**Run 1: cell area per tile**

The die is cut into 26 by 26 equal tiles; dark blue is low, red is high, 0 to 100% covered.
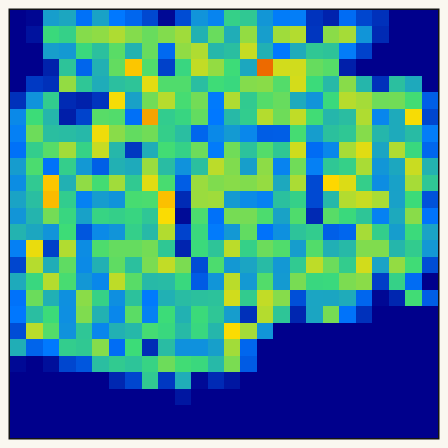
**Run 1: congestion heat map**

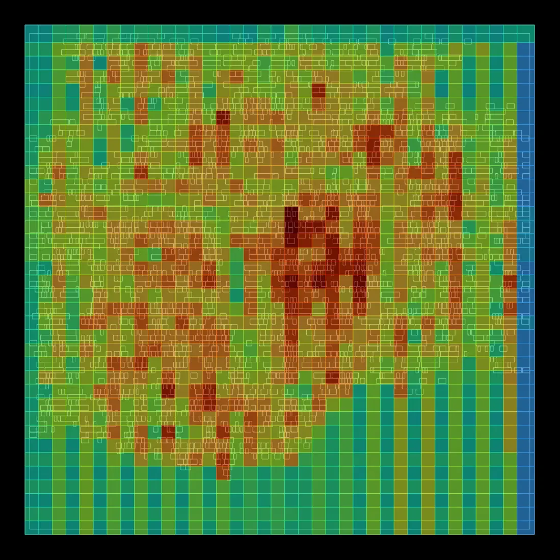
**Run 1: routed metal, one color a layer**

Scale bar: 100 µm.
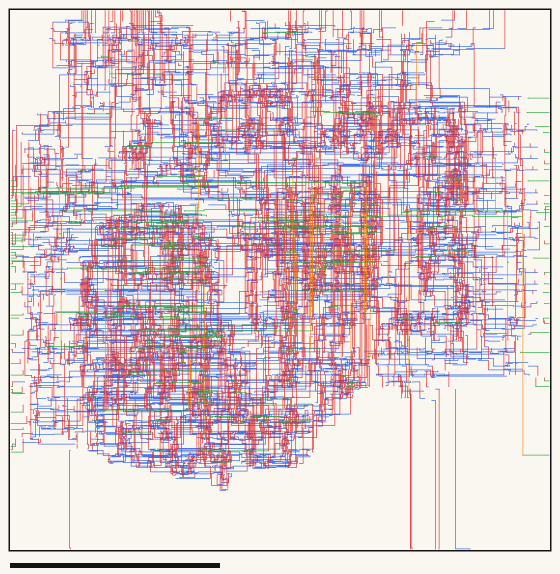
**Run 1: gate families picked out**

Scale bar: 100 µm.
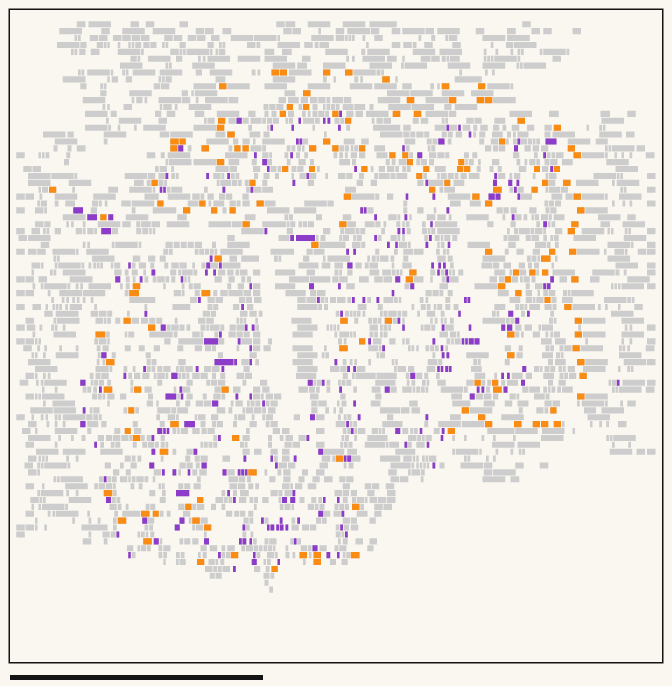
[src/rtl/booth_mul_pkg.sv]
// Shared widths, FSM state and Booth digit types for the radix-4 multiplier.
// Holds the triplet-to-digit decode used by the partial-product generator.
package booth_mul_pkg;

    localparam int OP_W  = 33;
    localparam int RES_W = 64;
    localparam int STEPS = 17;
    localparam int CNT_W = 5;
    localparam int Y_W   = OP_W + 2;

    localparam logic [CNT_W-1:0] LAST_STEP = CNT_W'(STEPS - 1);

    typedef enum logic [1:0] {
        IDLE,
        BUSY,
        DONE
    } state_t;

    typedef enum logic [2:0] {
        ZERO,
        POS1,
        POS2,
        NEG1,
        NEG2
    } digit_t;

    function automatic digit_t booth_digit(input logic [2:0] triplet);
        digit_t d;
        case (triplet)
            3'b001, 3'b010: d = POS1;
            3'b011:         d = POS2;
            3'b100:         d = NEG2;
            3'b101, 3'b110: d = NEG1;
            default:        d = ZERO;
        endcase
        return d;
    endfunction

endpackage

[src/rtl/booth_mul_if.sv]
// Operand/result handshake bundle between the ALU and the Booth multiplier.
// The master offers operands under in_valid/in_ready and reads result under out_valid.
interface booth_mul_if;
    import booth_mul_pkg::*;

    logic [OP_W-1:0]  src1;
    logic [OP_W-1:0]  src2;
    logic             in_valid;
    logic             in_ready;
    logic             out_valid;
    logic [RES_W-1:0] result;

    modport master (
        output src1, src2, in_valid,
        input  in_ready, out_valid, result
    );

    modport slave (
        input  src1, src2, in_valid,
        output in_ready, out_valid, result
    );

endinterface

[src/rtl/booth_r4_pp.sv]
// Radix-4 Booth partial-product generator: combinational, zero latency, no handshake.
// Produces digit*X (unshifted) from one recoding triplet.
module booth_r4_pp
    import booth_mul_pkg::*;
(
    input  logic [2:0]       triplet,
    input  logic [RES_W-1:0] x,
    output logic [RES_W-1:0] pp
);

    digit_t           digit;
    logic [RES_W-1:0] mag;
    logic             neg;

    always_comb begin
        digit = booth_digit(triplet);
        mag   = '0;
        neg   = 1'b0;
        case (digit)
            POS1: mag = x;
            POS2: mag = x << 1;
            NEG1: begin
                mag = x;
                neg = 1'b1;
            end
            NEG2: begin
                mag = x << 1;
                neg = 1'b1;
            end
            default: mag = '0;
        endcase
        pp = neg ? (~mag + RES_W'(1)) : mag;
    end

endmodule

[src/rtl/booth_mul.sv]
// Iterative radix-4 Booth multiplier, 33x33 -> low 64 bits; 17 BUSY cycles per product.
// Single op in flight: in_ready is low while BUSY, and out_valid pulses in DONE until the next accept.
module booth_mul
    import booth_mul_pkg::*;
(
    input  logic       clk,
    input  logic       reset,
    booth_mul_if.slave bus
);

    state_t           state_q;
    state_t           state_d;
    logic             accept;
    logic             last_step;
    logic [Y_W-1:0]   y_q;
    logic [RES_W-1:0] x_q;
    logic [RES_W-1:0] acc_q;
    logic [RES_W-1:0] res_q;
    logic [CNT_W-1:0] cnt_q;
    logic [RES_W-1:0] pp;
    logic [RES_W-1:0] pp_sh;

    always_ff @(posedge clk or posedge reset) begin
        if (reset) begin
            state_q <= IDLE;
        end else begin
            state_q <= state_d;
        end
    end

    assign last_step = (cnt_q == LAST_STEP);

    always_comb begin
        state_d      = state_q;
        bus.in_ready  = 1'b0;
        bus.out_valid = 1'b0;
        accept        = 1'b0;
        case (state_q)
            IDLE: begin
                bus.in_ready = 1'b1;
                accept       = bus.in_valid;
                if (accept) state_d = BUSY;
            end
            BUSY: begin
                if (last_step) state_d = DONE;
            end
            DONE: begin
                bus.in_ready  = 1'b1;
                bus.out_valid = 1'b1;
                accept        = bus.in_valid;
                if (accept) state_d = BUSY;
            end
            default: state_d = IDLE;
        endcase
    end

    // y_q shifts right two places per step, so the live triplet is always y_q[2:0].
    booth_r4_pp u_pp (
        .triplet (y_q[2:0]),
        .x       (x_q),
        .pp      (pp)
    );

    assign pp_sh = pp << {cnt_q, 1'b0};

    always_ff @(posedge clk or posedge reset) begin
        if (reset) begin
            y_q   <= '0;
            x_q   <= '0;
            acc_q <= '0;
            res_q <= '0;
            cnt_q <= '0;
        end else if (accept) begin
            y_q   <= {bus.src1[OP_W-1], bus.src1, 1'b0};
            x_q   <= {{(RES_W-OP_W){bus.src2[OP_W-1]}}, bus.src2};
            acc_q <= '0;
            cnt_q <= '0;
        end else if (state_q == BUSY) begin
            y_q   <= y_q >> 2;
            acc_q <= acc_q + pp_sh;
            cnt_q <= cnt_q + CNT_W'(1);
            if (last_step) res_q <= acc_q + pp_sh;
        end
    end

    assign bus.result = res_q;

endmodule

[src/flat_wrapper.sv]
// flat-port wrapper written by rule: the top's interface ports become plain ports
module booth_mul_flat import booth_mul_pkg::*;
  (clk, reset, bus_src1, bus_src2, bus_in_valid, bus_in_ready, bus_out_valid, bus_result);
  booth_mul_if bus_i ();
  input  logic clk;
  input  logic reset;
  input wire logic [$bits(bus_i.src1)-1:0] bus_src1;
  input wire logic [$bits(bus_i.src2)-1:0] bus_src2;
  input wire logic [$bits(bus_i.in_valid)-1:0] bus_in_valid;
  output wire logic [$bits(bus_i.in_ready)-1:0] bus_in_ready;
  output wire logic [$bits(bus_i.out_valid)-1:0] bus_out_valid;
  output wire logic [$bits(bus_i.result)-1:0] bus_result;
  assign bus_i.src1 = bus_src1;
  assign bus_i.src2 = bus_src2;
  assign bus_i.in_valid = bus_in_valid;
  assign bus_in_ready = bus_i.in_ready;
  assign bus_out_valid = bus_i.out_valid;
  assign bus_result = bus_i.result;
  booth_mul u_core (.clk(clk), .reset(reset), .bus(bus_i));
endmodule
[config.mk]
export PLATFORM = sky130hd
export DESIGN_NAME = booth_mul_flat
export DESIGN_NICKNAME = d
export VERILOG_FILES = /design/src/rtl/booth_mul_pkg.sv /design/src/rtl/booth_mul_if.sv /design/src/rtl/booth_r4_pp.sv /design/src/rtl/booth_mul.sv /design/src/flat_wrapper.sv
export SDC_FILE = /design/constraint.sdc
export NUM_CORES = 1
export LEC_CHECK = 0
export CORE_MARGIN = 2
export CORE_UTILIZATION = 30
export CTS_CLUSTER_SIZE = 25
export DETAILED_ROUTE_END_ITERATION = 10
export GPL_ROUTABILITY_DRIVEN = 0
export PLACE_DENSITY = 0.49
export SLEW_MARGIN = 40
export SYNTH_ARGS = -nofsm -noshare
export SYNTH_HDL_FRONTEND = slang
export SYNTH_HIERARCHICAL = 1
export SYNTH_SLANG_ARGS = --single-unit
[constraint.sdc]
create_clock -name clk -period 8.5 [get_ports clk]
set_input_delay 1.7 -clock clk [delete_from_list [all_inputs] [get_ports clk]]
set_output_delay 1.7 -clock clk [all_outputs]
set_load 0.01 [all_outputs]
==> impl_metrics.env, run 1 <==
# implementation run metrics
export IMPL_slew_headroom=0.442
export IMPL_outcome="finished, final reports clean"
export IMPL_worst_path_max_delay_cell="mux4_2"
export IMPL_rows=92
export IMPL_synth_edff_count=0
export IMPL_mux_area_frac=0.0872
export IMPL_detail_route_first_pass_iterations=6
export IMPL_drv_cap=0
export IMPL_common_cells="nand2_1 (506), dfrtp_1 (202), a21oi_1 (189)"
export IMPL_ys_cells=2497
export IMPL_yosys_stat_seqShare=0.263
export IMPL_crit_end="u_core/bus.result[57]$_DFFE_PP0P_"
export IMPL_dieWidth_um=257
export IMPL_crit_path_end_kind="flop"
export IMPL_r2r_slack_ns=1.05
export IMPL_crit_start="u_core/y_q[0]$_DFFE_PP0P_"
export IMPL_clkSlewWorstSetupHoldPaths_ns=0.06
export IMPL_largest_area_cell="dfrtp_1"
export IMPL_setup_viol=0
export IMPL_crit_family="AND-OR/OR-AND gates"
export IMPL_drt_iter0_markers=2013
export IMPL_grt_pass1_wl_um=107000
export IMPL_wl_met1_um=32100
export IMPL_place_area_um2=21600
export IMPL_timing_final_ws_setup_ns=1.05
export IMPL_synth_xor_area_share=0.0650
export IMPL_antenna_found_initial=1
export IMPL_yosys_register_bits=202
export IMPL_fp_coreArea_um2=63200
export IMPL_critPathArrivalTime_ns=7.87
export IMPL_wl_um=67600
export IMPL_yosys_warnings=6
export IMPL_top_cell="nand2_1"
export IMPL_postLayoutCellArea_um2=22500
export IMPL_top_layer="met4"
export IMPL_period_needed_ns=7.45
export IMPL_worstSkewPairLatency_ns=0.56
export IMPL_top_logic_kind="AND-OR/OR-AND gates"
export IMPL_finalHoldViolCount=0
export IMPL_syn_nets=2633
export IMPL_grt_max_degree=100
export IMPL_hold_class="reg2reg"
export IMPL_initial_core_util=0.304
export IMPL_via_per_inst=5.55
export IMPL_antenna_left=0
export IMPL_tightestPinTransition_ns=0.835
export IMPL_critical_path_class="reg2reg"
export IMPL_fa_ha_area_frac=0.0445
export IMPL_hpwl_um=50500
export IMPL_critPathMostFrequentCell="nand2_1"
export IMPL_post_cts_resized=0
export IMPL_slew_violations=0
export IMPL_finalCoreUtilization=0.356
export IMPL_synthFlopType="dfrtp_1"
export IMPL_top_cells_by_area="dfrtp_1 (26%), nand2_1 (9.9%), a21oi_1 (4.9%)"
export IMPL_holdPathStages=2
export IMPL_critPathMaxFanout=33
export IMPL_drive_gt1_frac=0.110
export IMPL_grt_total_usage=0.199
export IMPL_syn_cell_area_um2=19200
export IMPL_reg2reg_from="u_core/y_q[0]$_DFFE_PP0P_"
export IMPL_slowest_delay_ns=0.54
export IMPL_antenna_cells=0
export IMPL_syn_avg_cell_area_um2=7.70
export IMPL_io_buffers=134
export IMPL_synthArstFlopShare=1.00
export IMPL_finalNetCount=2690
export IMPL_die_h_um=257
export IMPL_fin_skew_ns=0.0281
export IMPL_place_ws_ns=1.21
export IMPL_warnings=27
export IMPL_drc=0
About 'cell area per tile':
emptiest ninth of the die: lower right
fullest tile: 88%
nearly empty tiles: 24%
mean over tiles: 32%
tiles over 75% full: 1.0%

About 'congestion heat map':
met2 usage: 0.308
GRT Max-Usage Layer: met2
met1 Use GR: 0.291
WL per Instance: 19.8 µm
M3 GR Usage: 0.0236

About 'routed metal, one color a layer':
legend:
  metal 4:
    color: orange
    wire_length: 1870 µm
  metal 1:
    color: blue
    wire_length: 32.1 mm
  metal 3:
    color: green
    wire_length: 3980 µm
  metal 2:
    color: red
    wire_length: 29.6 mm

About 'gate families picked out':
legend:
  AND-OR and OR-AND gates:
    color: orange
    cells: 153
    most_used: a22o_1
  NOR gates:
    color: purple
    cells: 257
    most_used: nor2_1

==> run 1: routing by layer <==
| metal | global-route usage | vias to the layer above |
|---|---|---|
| li1 | - | 9129 |
| met1 | 0.291 | 9107 |
| met2 | 0.308 | 645 |
| met5 | 0 | - |
| met3 | 0.0236 | 88 |
| met4 | 0.0539 | 0 |
==> run 1: metrics by stage <==
stage,instances,hold slack [ns]
floorplan,2497,0.440
global placement,3373,0.458
detailed placement,3374,0.462
CTS,3417,0.478
global route,3417,0.497
finish,3417,0.469
==> run 1: final cells by class <==
cell class / count / area, µm²
inverters: 48 / 188
clock inverters: 12 / 174
multi-input cells: 2047 / 13200
clock buffers: 31 / 678
flip-flops and latches: 202 / 5070
well taps: 846 / 1060
fillers: 6557 / 40700
repair buffers: 231 / 2120
==> inputs of run 2 (changes only) <==
--- a/config.mk
+++ b/config.mk
@@ -10,6 +10,7 @@
 export CTS_CLUSTER_SIZE = 25
 export DETAILED_ROUTE_END_ITERATION = 10
 export GPL_ROUTABILITY_DRIVEN = 0
+export GPL_TIMING_DRIVEN = 1
 export PLACE_DENSITY = 0.49
 export SLEW_MARGIN = 40
 export SYNTH_ARGS = -nofsm -noshare
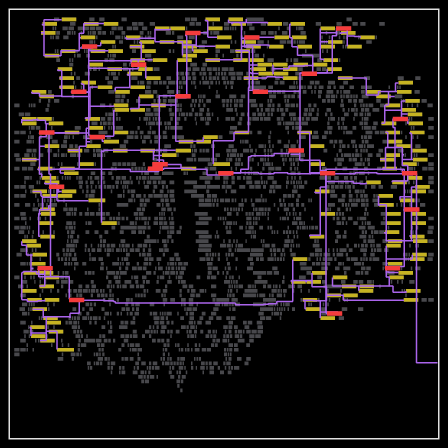
**Above:** run 2 (clock wires, drivers and flops).
legend:
  flip-flops:
    color: yellow
    count: 202
  clock wires:
    color: purple
    length: 3570 µm
  clock drivers:
    color: red
    count: 24
routed clock nets: 25

==> run 2 against run 1 <==
Hold slack stayed put. Sequential share of layout area did not move. Design area unchanged. Highest routed layer unchanged. Die area unchanged. Setup slack unchanged. Global-route usage unchanged. Via count is the same.
==> impl_metrics.env, run 2 <==
# implementation run metrics
export IMPL_num_fill_cells=6557
export IMPL_critPathMaxFanout=33
export IMPL_hold_class="reg2reg"
export IMPL_grt_use_met2=0.308
export IMPL_place_area_um2=21600
export IMPL_drc=0
export IMPL_top_layer="met4"
export IMPL_antenna_left=0
export IMPL_synthArstFlopShare=1.00
export IMPL_period_needed_ns=7.45
export IMPL_crit_start="u_core/y_q[0]$_DFFE_PP0P_"
export IMPL_postLayoutCellArea_um2=22500
export IMPL_detail_route_first_pass_iterations=6
export IMPL_outcome="finished, final reports clean"
export IMPL_grt_pass1_wl_um=107000
export IMPL_crit_end="u_core/bus.result[57]$_DFFE_PP0P_"
export IMPL_fin_skew_ns=0.0281
export IMPL_holdWs_ns=0.469
export IMPL_largest_area_cell="dfrtp_1"
export IMPL_r2r_slack_ns=1.05
export IMPL_antenna_cells=0
export IMPL_top_logic_kind="AND-OR/OR-AND gates"
export IMPL_slew_violations=0
export IMPL_drive_gt1_frac=0.110
export IMPL_wl_um=67600
export IMPL_yosys_warnings=6
export IMPL_dieWidth_um=257
export IMPL_io_buffers=134
export IMPL_antenna_found_initial=1
export IMPL_syn_cell_area_um2=19200
export IMPL_fa_ha_area_frac=0.0445
export IMPL_mux_area_frac=0.0872
export IMPL_yosys_register_bits=202
export IMPL_initial_core_util=0.304
export IMPL_slowest_delay_ns=0.54
export IMPL_finalCoreUtilization=0.356
export IMPL_common_cells="nand2_1 (506), dfrtp_1 (202), a21oi_1 (189)"
export IMPL_rows=92
export IMPL_yosys_stat_seqShare=0.263
export IMPL_grt_total_usage=0.199
export IMPL_critPathArrivalTime_ns=7.87
export IMPL_drt_iter0_markers=2013
export IMPL_use_met3=0.0236
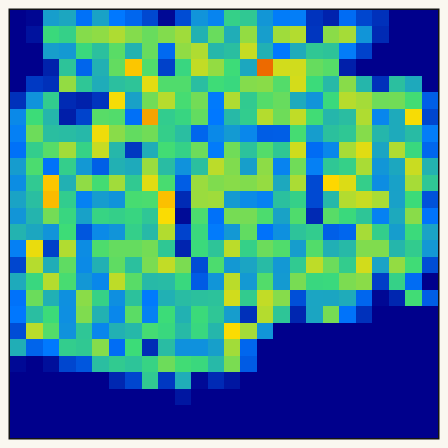
**Above:** run 2 (cell area per tile).
The die is cut into 26 by 26 equal tiles; dark blue is low, red is high, 0 to 100% covered.
nearly empty tiles: 24%
emptiest ninth of the die: lower right
tiles over 75% full: 1.0%
mean over tiles: 32%
fullest tile: 88%

run 2: metrics by stage:
step	instances
after CTS	3417
final	3417
after global placement	3373
after detailed placement	3374
after floorplan	2497
after global routing	3417
run 2: final cells by class:
cell class                      count  area, µm²  area share
Tap cell                          846       1060      0.0471
Timing Repair Buffer              231       2120      0.0944
Clock inverter                     12        174     0.00774
Sequential cell                   202       5070       0.226
Clock buffer                       31        678      0.0302
Inverter                           48        188     0.00835
Multi-Input combinational cell   2047      13200       0.587
run 2: cells by family after synthesis:
family          Yosys count
compound gates          782
xor+xnor                142
fa+ha+maj                68
buf+inv                 248
flops                   202
mux                     130
simple gates            925
**Run 2: gate families picked out**

Scale bar: 100 µm.
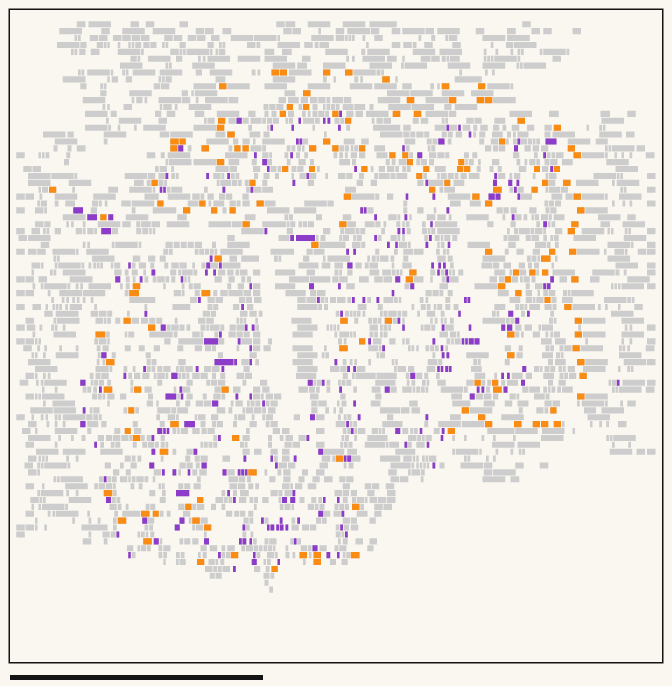

==> inputs of run 3 (changes only) <==
--- a/config.mk
+++ b/config.mk
@@ -5,13 +5,16 @@
 export SDC_FILE = /design/constraint.sdc
 export NUM_CORES = 1
 export LEC_CHECK = 0
+export ABC_CLOCK_PERIOD_IN_PS = 8500
+export CELL_PAD_IN_SITES_DETAIL_PLACEMENT = 0
+export CELL_PAD_IN_SITES_GLOBAL_PLACEMENT = 1
 export CORE_MARGIN = 2
 export CORE_UTILIZATION = 30
 export CTS_CLUSTER_SIZE = 25
 export DETAILED_ROUTE_END_ITERATION = 10
 export GPL_ROUTABILITY_DRIVEN = 0
 export GPL_TIMING_DRIVEN = 1
-export PLACE_DENSITY = 0.49
+export PLACE_DENSITY = 0.61
 export SLEW_MARGIN = 40
 export SYNTH_ARGS = -nofsm -noshare
 export SYNTH_HDL_FRONTEND = slang
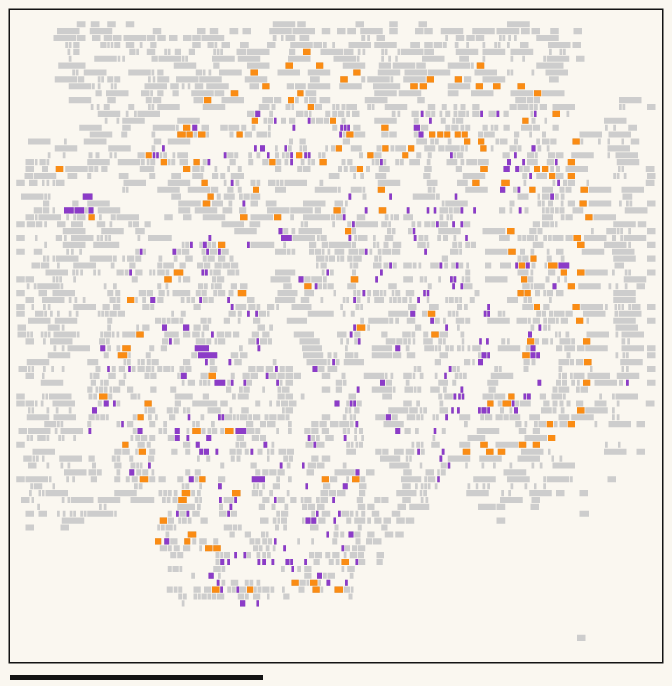
**Above:** run 3 (gate families picked out).
Scale bar: 100 µm.
legend:
  NOR gates:
    color: purple
    cells: 257
    most_used: nor2_1
  AND-OR and OR-AND gates:
    color: orange
    cells: 153
    most_used: a22o_1
    where: widely spread

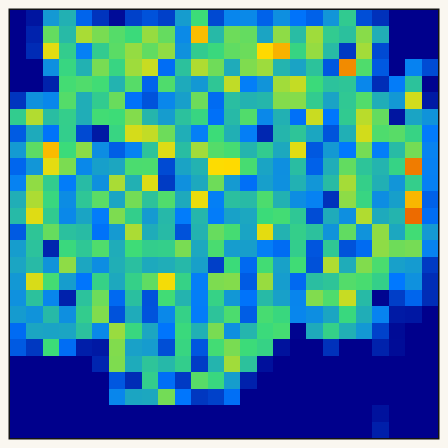
**Above:** run 3 (cell area per tile).
The die is cut into 26 by 26 equal tiles; dark blue is low, red is high, 0 to 100% covered.
nearly empty tiles: 19%
emptiest ninth of the die: lower right
fullest tile: 88%
mean over tiles: 32%
tiles over 75% full: 1.3%
core box area: 63200 µm²
fp_density: 0.304
Final Util: 0.351

==> run 3 against run 2 <==
Clock-buffer cell count grew 3. Synthesized cell count unchanged. Routed wire length increased by 0.83%. Design area down 1.3%. Critical path depth decreased by 1. Via count shrank 0.96%. Final cell count fell by 1.2%. Sequential cell count unchanged. Largest cell class unchanged. Highest routed layer is now met5.
==> impl_metrics.env, run 3 <==
# implementation run metrics
export IMPL_drt_iter0_markers=1679
export IMPL_detail_route_first_pass_iterations=5
export IMPL_nNonClkInverters=48
export IMPL_place_area_um2=21300
export IMPL_wl_um=68100
export IMPL_top_cells_by_area="dfrtp_1 (26%), nand2_1 (9.9%), a21oi_1 (4.9%)"
export IMPL_crit_start="u_core/y_q[1]$_DFFE_PP0P_"
export IMPL_rows=92
export IMPL_synth_xor_area_share=0.0650
export IMPL_yosys_warnings=6
export IMPL_drc=0
export IMPL_final_cells=3377
export IMPL_critPathMaxFanout=39
export IMPL_post_cts_resized=0
export IMPL_place_inst=3334
export IMPL_flops=202
export IMPL_reg2reg_from="u_core/y_q[1]$_DFFE_PP0P_"
export IMPL_r2r_slack_ns=0.65
export IMPL_via_per_inst=5.56
export IMPL_syn_cell_area_um2=19200
export IMPL_ys_cells=2497
export IMPL_fin_skew_ns=0.0232
export IMPL_common_cells="nand2_1 (506), dfrtp_1 (202), a21oi_1 (189)"
export IMPL_synth_edff_count=0
export IMPL_grt_total_usage=0.201
export IMPL_num_fill_cells=6682
export IMPL_timing_final_ws_setup_ns=0.647
export IMPL_hold_class="reg2reg"
export IMPL_multiInputCombCellCount=2047
export IMPL_io_buffers=134
export IMPL_worstSkewPairLatency_ns=0.55
export IMPL_top_cell="nand2_1"
export IMPL_crit_family="AND-OR/OR-AND gates"
export IMPL_clkSlewWorstSetupHoldPaths_ns=0.06
export IMPL_crit_path_end_kind="flop"
export IMPL_fa_ha_area_frac=0.0445
export IMPL_setup_viol=0
export IMPL_outcome="finished, final reports clean"
export IMPL_die_h_um=257
export IMPL_syn_nets=2633
export IMPL_hpwl_um=51300
export IMPL_largest_area_cell="dfrtp_1"
export IMPL_synthArstFlopShare=1.00
export IMPL_nWellTaps=846
export IMPL_antenna_left=0
export IMPL_critical_path_class="reg2reg"
run 3: per-layer routing:
layer  global-route usage  vias up
li1                     -     9023
met1                0.286     9108
met2                0.319      553
met3               0.0247      100
met4               0.0530        2
met5                    0        -
run 3: path summary, 6_finish.rpt:
| check | cells past startpoint | endpoint |
|---|---|---|
| hold reg to reg | 2 | u_core/bus.result[23]$_DFFE_PP0P_ |
| min in group asynchronous | 2 | u_core/y_q[0]$_DFFE_PP0P_ |
| setup / recovery | 26 | u_core/bus.result[39]$_DFFE_PP0P_ |
| setup reg to reg | 26 | u_core/bus.result[39]$_DFFE_PP0P_ |
| max in group asynchronous | 3 | u_core/x_q[32]$_DFFE_PP0P_ |
| hold / removal | 2 | u_core/bus.result[23]$_DFFE_PP0P_ |
